==> run_1/layer_met1.png <==
Bar = 20 um. Supply wires on this layer in gray.
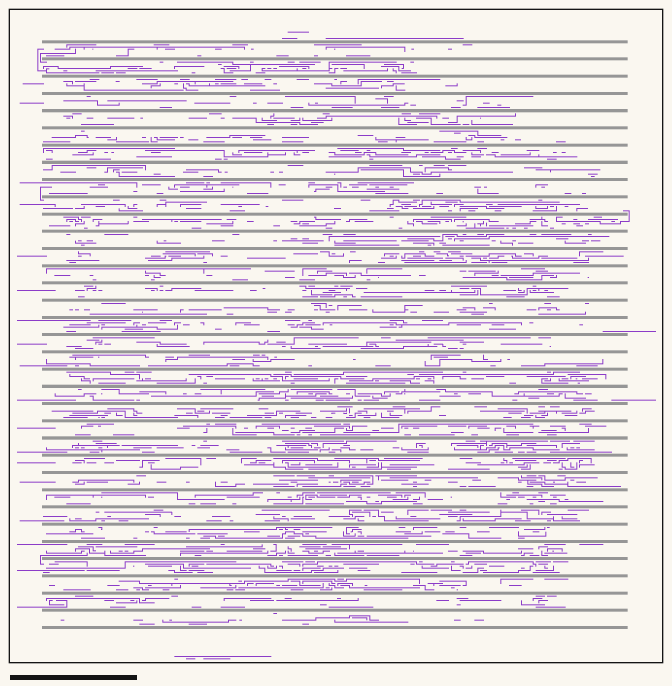
==> run_1/layer_met3.png <==
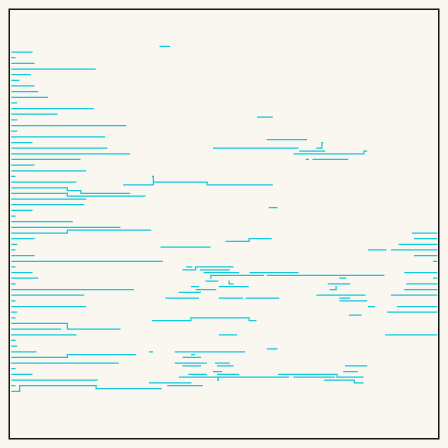
==> run_1/layer_met2.png <==
Cells faint in the background.
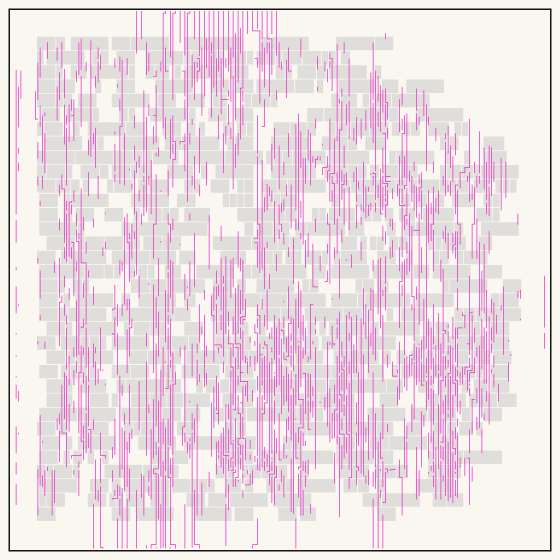
===== src/rtl/chain_link_controller_pkg.sv =====
// Shared definitions for the chain link controller: FSM state encoding,
// result codes and a saturating counter helper.
package chain_link_controller_pkg;

  typedef enum logic [2:0] {
    S_IDLE     = 3'd0,
    S_DEC_ARM  = 3'd1,
    S_ENC_KICK = 3'd2,
    S_RUN      = 3'd3,
    S_CHECK    = 3'd4,
    S_FINISH   = 3'd5
  } state_t;

  typedef logic [2:0] status_t;

  localparam status_t STATUS_OK       = 3'd0;
  localparam status_t STATUS_ENC_ERR  = 3'd1;
  localparam status_t STATUS_DEC_ERR  = 3'd2;
  localparam status_t STATUS_TIMEOUT  = 3'd3;
  localparam status_t STATUS_MISMATCH = 3'd4;
  localparam status_t STATUS_ABORT    = 3'd5;

  // Increment that sticks at all-ones instead of wrapping.
  function automatic logic [15:0] sat_inc16(input logic [15:0] value);
    return (value == 16'hFFFF) ? value : value + 16'd1;
  endfunction

endpackage


===== src/rtl/chain_link_controller_link_watchdog.sv =====
// Watchdog counter for one encode/decode transaction. expire_o fires in the
// cycle whose increment brings the count up to LIMIT, so the owner can leave
// its state on exactly the LIMIT-th enabled cycle.
module chain_link_controller_link_watchdog #(
  parameter int unsigned LIMIT = 1000000
) (
  input  logic                           clk,
  input  logic                           reset,
  input  logic                           clear_i,
  input  logic                           enable_i,
  input  logic                           load_i,
  input  logic [$clog2(LIMIT+1)-1:0]     load_value_i,
  output logic                           expire_o
);

  localparam int unsigned W = $clog2(LIMIT + 1);
  localparam logic [W-1:0] LIMIT_W    = W'(LIMIT);
  localparam logic [W-1:0] LIMIT_M1_W = W'(LIMIT - 1);

  logic [W-1:0] count_q;

  // Counter: clear wins over load, load wins over counting; holds at LIMIT.
  always_ff @(posedge clk) begin
    if (reset) begin
      count_q <= '0;
    end else if (clear_i) begin
      count_q <= '0;
    end else if (load_i) begin
      count_q <= load_value_i;
    end else if (enable_i && (count_q != LIMIT_W)) begin
      count_q <= count_q + W'(1);
    end
  end

  assign expire_o = enable_i && (count_q >= LIMIT_M1_W);

endmodule


===== src/rtl/chain_link_controller.sv =====
// Sequences one encoder/decoder transaction over the serial chain link:
// arms the decoder, kicks the encoder, collects metrics and packet counts,
// and reports a result code with a single-cycle done pulse.
module chain_link_controller
  import chain_link_controller_pkg::*;
#(
  parameter int unsigned TIMEOUT_CYCLES   = 1000000,
  parameter int unsigned DEC_RESET_CYCLES = 2
) (
  input  logic        clk,
  input  logic        reset,
  input  logic        run,
  input  logic        abort,
  output logic        enc_start,
  input  logic        enc_done,
  input  logic        enc_error,
  input  logic [15:0] enc_perimiter,
  input  logic [15:0] enc_area,
  input  logic [5:0]  enc_start_x,
  input  logic [5:0]  enc_start_y,
  output logic        dec_reset,
  output logic        dec_start,
  input  logic        dec_packet_done,
  input  logic        dec_done,
  input  logic        dec_error,
  output logic        busy,
  output logic        done,
  output logic [2:0]  status,
  output logic [15:0] packet_count,
  output logic [15:0] res_perimiter,
  output logic [15:0] res_area,
  output logic [5:0]  res_x,
  output logic [5:0]  res_y
);

  localparam int unsigned AW = $clog2(DEC_RESET_CYCLES + 1);
  localparam logic [AW-1:0] ARM_LAST = AW'(DEC_RESET_CYCLES - 1);

  state_t        state_q, state_d;
  status_t       status_q, status_d;
  logic [AW-1:0] arm_cnt_q;
  logic [15:0]   packet_count_q;
  logic          enc_seen_q, dec_seen_q;
  logic [15:0]   res_perimiter_q, res_area_q;
  logic [5:0]    res_x_q, res_y_q;
  logic          wd_clear, wd_enable, wd_expire;
  logic          both_seen;

  chain_link_controller_link_watchdog #(
    .LIMIT(TIMEOUT_CYCLES)
  ) u_watchdog (
    .clk          (clk),
    .reset        (reset),
    .clear_i      (wd_clear),
    .enable_i     (wd_enable),
    .load_i       (1'b0),
    .load_value_i ('0),
    .expire_o     (wd_expire)
  );

  // Completion may be seen in this very cycle, so fold in the live strobes.
  assign both_seen = (enc_seen_q | enc_done) & (dec_seen_q | dec_done);

  // State and result-code registers.
  always_ff @(posedge clk) begin
    if (reset) begin
      state_q  <= S_IDLE;
      status_q <= STATUS_OK;
    end else begin
      state_q  <= state_d;
      status_q <= status_d;
    end
  end

  // Next state, result code and decoded outputs; cause priority follows the
  // order of the if-chains (abort first, mismatch last).
  always_comb begin
    state_d   = state_q;
    status_d  = status_q;
    wd_clear  = 1'b0;
    wd_enable = 1'b0;
    enc_start = 1'b0;
    dec_start = 1'b0;
    dec_reset = reset;
    done      = 1'b0;
    busy      = (state_q != S_IDLE);
    case (state_q)
      S_IDLE: begin
        if (run) begin
          state_d  = S_DEC_ARM;
          wd_clear = 1'b1;
        end
      end
      S_DEC_ARM: begin
        dec_reset = 1'b1;
        wd_clear  = 1'b1;
        if (abort) begin
          state_d  = S_FINISH;
          status_d = STATUS_ABORT;
        end else if (arm_cnt_q == ARM_LAST) begin
          state_d = S_ENC_KICK;
        end
      end
      S_ENC_KICK: begin
        enc_start = 1'b1;
        dec_start = 1'b1;
        wd_enable = 1'b1;
        if (abort) begin
          state_d  = S_FINISH;
          status_d = STATUS_ABORT;
        end else if (wd_expire) begin
          state_d  = S_FINISH;
          status_d = STATUS_TIMEOUT;
        end else begin
          state_d = S_RUN;
        end
      end
      S_RUN: begin
        dec_start = 1'b1;
        wd_enable = 1'b1;
        if (abort) begin
          state_d  = S_FINISH;
          status_d = STATUS_ABORT;
        end else if (enc_error) begin
          state_d  = S_FINISH;
          status_d = STATUS_ENC_ERR;
        end else if (dec_error) begin
          state_d  = S_FINISH;
          status_d = STATUS_DEC_ERR;
        end else if (wd_expire) begin
          state_d  = S_FINISH;
          status_d = STATUS_TIMEOUT;
        end else if (both_seen) begin
          state_d = S_CHECK;
        end
      end
      S_CHECK: begin
        dec_start = 1'b1;
        state_d   = S_FINISH;
        if (abort) begin
          status_d = STATUS_ABORT;
        end else if (packet_count_q != res_perimiter_q) begin
          status_d = STATUS_MISMATCH;
        end else begin
          status_d = STATUS_OK;
        end
      end
      S_FINISH: begin
        done    = 1'b1;
        state_d = S_IDLE;
        if (status_q != STATUS_OK) begin
          dec_reset = 1'b1;
        end
      end
      default: begin
        state_d = S_IDLE;
      end
    endcase
  end

  // Datapath: arm timer, packet counter, sticky completion flags, metrics.
  always_ff @(posedge clk) begin
    if (reset) begin
      arm_cnt_q       <= '0;
      packet_count_q  <= '0;
      enc_seen_q      <= 1'b0;
      dec_seen_q      <= 1'b0;
      res_perimiter_q <= '0;
      res_area_q      <= '0;
      res_x_q         <= '0;
      res_y_q         <= '0;
    end else begin
      if (state_q == S_IDLE && run) begin
        arm_cnt_q      <= '0;
        packet_count_q <= '0;
        enc_seen_q     <= 1'b0;
        dec_seen_q     <= 1'b0;
      end
      if (state_q == S_DEC_ARM) begin
        arm_cnt_q <= arm_cnt_q + AW'(1);
      end
      if (state_q == S_RUN) begin
        if (dec_packet_done) begin
          packet_count_q <= sat_inc16(packet_count_q);
        end
        if (dec_done) begin
          dec_seen_q <= 1'b1;
        end
        if (enc_done) begin
          enc_seen_q <= 1'b1;
        end
        // Only the first encoder completion of a transaction is captured.
        if (enc_done && !enc_seen_q) begin
          res_perimiter_q <= enc_perimiter;
          res_area_q      <= enc_area;
          res_x_q         <= enc_start_x;
          res_y_q         <= enc_start_y;
        end
      end
    end
  end

  assign status        = status_q;
  assign packet_count  = packet_count_q;
  assign res_perimiter = res_perimiter_q;
  assign res_area      = res_area_q;
  assign res_x         = res_x_q;
  assign res_y         = res_y_q;

endmodule


===== config.mk =====
export PLATFORM = sky130hd
export DESIGN_NAME = chain_link_controller
export DESIGN_NICKNAME = d
export VERILOG_FILES = /design/src/rtl/chain_link_controller_pkg.sv /design/src/rtl/chain_link_controller_link_watchdog.sv /design/src/rtl/chain_link_controller.sv
export SDC_FILE = /design/constraint.sdc
export NUM_CORES = 1
export LEC_CHECK = 0
export CORE_MARGIN = 5
export CORE_UTILIZATION = 52
export DETAILED_ROUTE_END_ITERATION = 12
export GPL_ROUTABILITY_DRIVEN = 0
export PLACE_DENSITY_LB_ADDON = 0.2
export SYNTH_ARGS = -nofsm -noshare
export SYNTH_HDL_FRONTEND = slang
export SYNTH_HIERARCHICAL = 1
export SYNTH_SLANG_ARGS = --single-unit

===== constraint.sdc =====
create_clock -name clk -period 5.6 [get_ports clk]
set_clock_uncertainty 0.2 [all_clocks]
set_input_delay 0.84 -clock clk [delete_from_list [all_inputs] [get_ports clk]]
set_output_delay 0.84 -clock clk [all_outputs]
set_load 0.05 [all_outputs]

==> run summary, run 1 <==
status: finished, final reports clean
crit end category: output port
WS Path Type: reg -> out
global router's overall resource usage: 24.0%
hold path depth: 2
flip-flops with a built-in enable: 0
max reg flops: 20
adder share: 1.11%
Sw Share: 29.9%
final core occ: 70.5%
Starting Density: 52.5%
grt ovf: 0
DRT met1 WL: 5.38 mm
slew margin rel.: 39.8%
metal2 WL: 5.75 mm
CP delay by family, top: buffers and inverters
startpoint types: register
M3 GR Usage: 9.07%
1st-pass router iterations: 5
placed cell area: 5800 sq um
total CTS buffers: 9
CTS root buffer: clkbuf_8
Seq share, synth: 40.1%
post-route insts no fill: 810
Multi-In Gates: 456
seq pwr: 706 uW
RR Endpoint: packet_count[0]
WL per Instance: 15.5 um
via count: 4565
initial antenna violation count: 0
worst path cell trace: or3b_2, nand2_1, clkdlybuf4s50_1
Max Used Layer: met4
post-CTS setup buffer count: 0
seq_cells: 90
Layout area overhead: 34.2%
hpwl dp: 9.01 mm
Cell Area, Synth: 4490 sq um
Die Footprint: 10600 sq um
Logic power comb: 272 uW
-- layer_met1.png (at the start) --
The layer carries 5380 um of wire. The wires run mostly horizontal.

-- layer_met3.png (at the start) --
The layer holds 11% of the routed length. The layer carries 1320 um of wire. The wires run mostly horizontal.

-- layer_met2.png (at the start) --
The longest straight run is 35.9 um. The layer holds 46% of the routed length.

--- run 2 (diff from run 1) ---
CORE_UTILIZATION = 44   (was 52)
clock period = 3.1 ns   (was 5.6 ns; I/O delays follow)
==> run_2/layer_met1.png <==
Bar = 20 um. Supply wires on this layer in gray.
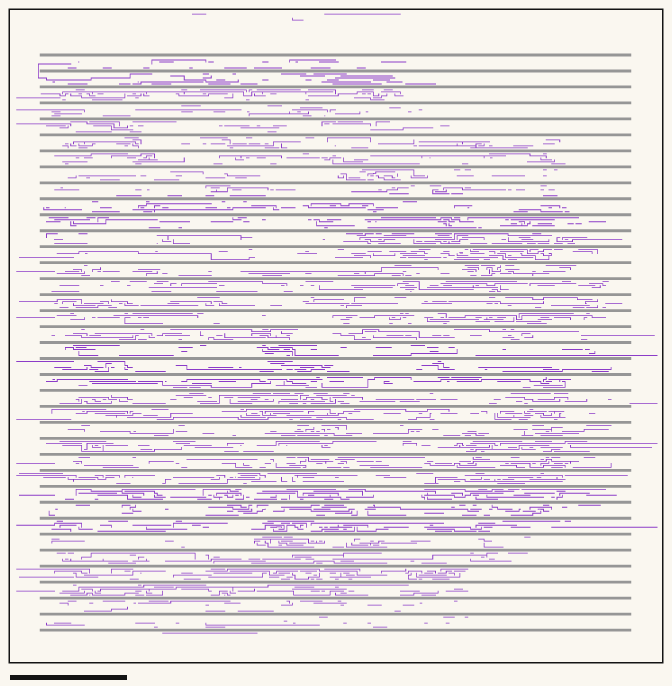
679 nets have wire on it. The layer holds 44% of the routed length.

==> run 2 against run 1 <==
- setup slack lost 2000 ps
- synthesized cell count unchanged
- utilization shrank 9.0 points
- cell count increased by 4.0%
- clock-buffer cell count increased by 5
- critical endpoint unchanged
==> run summary, run 2 <==
status: finished, final reports clean
crit end category: output port
internal power: 1.78 mW
seq_cells: 90 (unchanged)
Max Used Layer: met4
hpwl dp: 8.96 mm (-0.59%)
1st-pass router iterations: 6 (+1)
slew margin rel.: 43.3% (+3.5 points)
Final ANT Viol Nets: 0
post-CTS setup buffer count: 0 (unchanged)
M3 GR Usage: 7.59% (-1.5 points)
initial antenna violation count: 0 (unchanged)
Multi-In Gates: 456 (unchanged)
CTS root buffer: clkbuf_8
metal2 WL: 5.56 mm (-3.2%)
global router's overall resource usage: 19.9% (-4.1 points)
post-route insts no fill: 842 (+4.0%)
placed cell area: 5890 sq um (+1.4%)
CP delay by family, top: buffers and inverters
Starting Density: 45.5% (-7.0 points)
Logic power comb: 513 uW (+89%)
hold path depth: 2 (unchanged)
Seq share, synth: 40.1% (unchanged)
IO Pins: 121
DRT met1 WL: 5.47 mm (+1.5%)
flip-flops with a built-in enable: 0 (unchanged)
adder share: 1.11% (unchanged)
Cell Area, Synth: 4490 sq um (unchanged)
Die Footprint: 12300 sq um (+16%)
Sw Share: 29.5% (-0.40 points)
grt ovf: 0 (unchanged)
setup ws final: 153 ps
Switch Pwr: 746 uW
Layout area overhead: 35.2%
final core occ: 61.5% (-9.0 points)
startpoint types: register
==> run_2/layer_met3.png <==
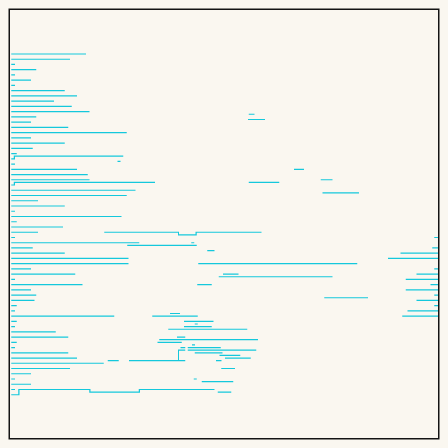
The wires run mostly horizontal. The layer carries 1230 um of wire.

--- run 3 (diff from run 2) ---
CAP_MARGIN = 20   (was default)
SLEW_MARGIN = 10   (was default)
==> run_3/layer_met4.png <==
Bar = 20 um. Supply wires on this layer in gray.
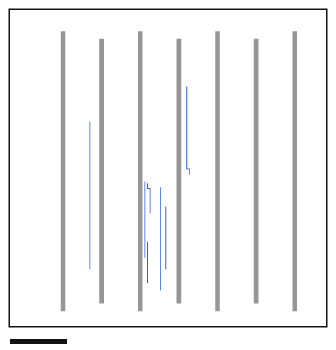
The layer carries 193 um of wire. The layer holds 1.6% of the routed length. The wires run mostly vertical.

==> run 3 against run 2 <==
- final area did not move
- sequential share of layout area unchanged
- setup slack stayed put
- critical path depth unchanged
- global-route usage did not move
- sequential power about the same
- critical endpoint unchanged
==> run summary, run 3 <==
Layout area overhead: 35.2% (unchanged)
seq pwr: 1.26 mW
CTS root buffer: clkbuf_8
post-route insts no fill: 842 (unchanged)
1st-pass router iterations: 6 (unchanged)
total CTS buffers: 9
Cell Area, Synth: 4490 sq um (unchanged)
Seq share, synth: 40.1% (unchanged)
Inst Count DP: 826
Starting Density: 45.5% (unchanged)
FILL cells: 858
Switch Pwr: 746 uW (unchanged)
Synth cell types: 63
metal2 WL: 5.56 mm (unchanged)
initial antenna violation count: 0 (unchanged)
Sw Share: 29.5% (unchanged)
flip-flops with a built-in enable: 0 (unchanged)
Post-Synth XOR/XNOR Area: 6.24%
Combinational Power Share: 20.3%
slew margin rel.: 43.3% (unchanged)
M3 GR Usage: 7.59% (unchanged)
Fmax achieved: 339 MHz
die width: 111 um
Die Footprint: 12300 sq um (unchanged)
DRT met1 WL: 5.47 mm (unchanged)
CP delay by family, top: buffers and inverters
top cells by count: nand2_1, dfxtp_1, a21oi_1, clkbuf_1, o21ai_0
internal power: 1.78 mW (unchanged)
RR Startpoint: u_watchdog/count_q[10]
startpoint types: register
status: finished, final reports clean
Logic power comb: 513 uW (about the same)
setup ws final: 153 ps (unchanged)
hpwl dp: 8.96 mm (unchanged)
tap cells: 133
Largest type area fraction: 40.1%
adder share: 1.11% (unchanged)
crit end category: output port
Multi-In Gates: 456 (unchanged)
global router's overall resource usage: 19.9% (unchanged)
worst r2r path cells: 5
post-CTS setup buffer count: 0 (unchanged)
I/O Buffers: 120
grt ovf: 0 (unchanged)
Max Used Layer: met4
hold path depth: 2 (unchanged)
Final ANT Viol Nets: 0 (unchanged)
IO Pins: 121 (unchanged)
final core occ: 61.5% (unchanged)
Yosys reg bits: 90
==> run_3/layer_met2.png <==
Cells faint in the background.
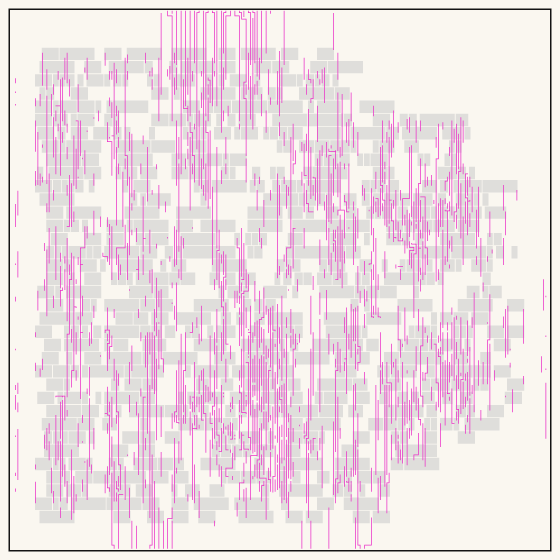
The layer holds 45% of the routed length. The layer carries 5560 um of wire. 606 nets have wire on it.

Power figures rest on the tool's default switching activity, not on a simulated workload.
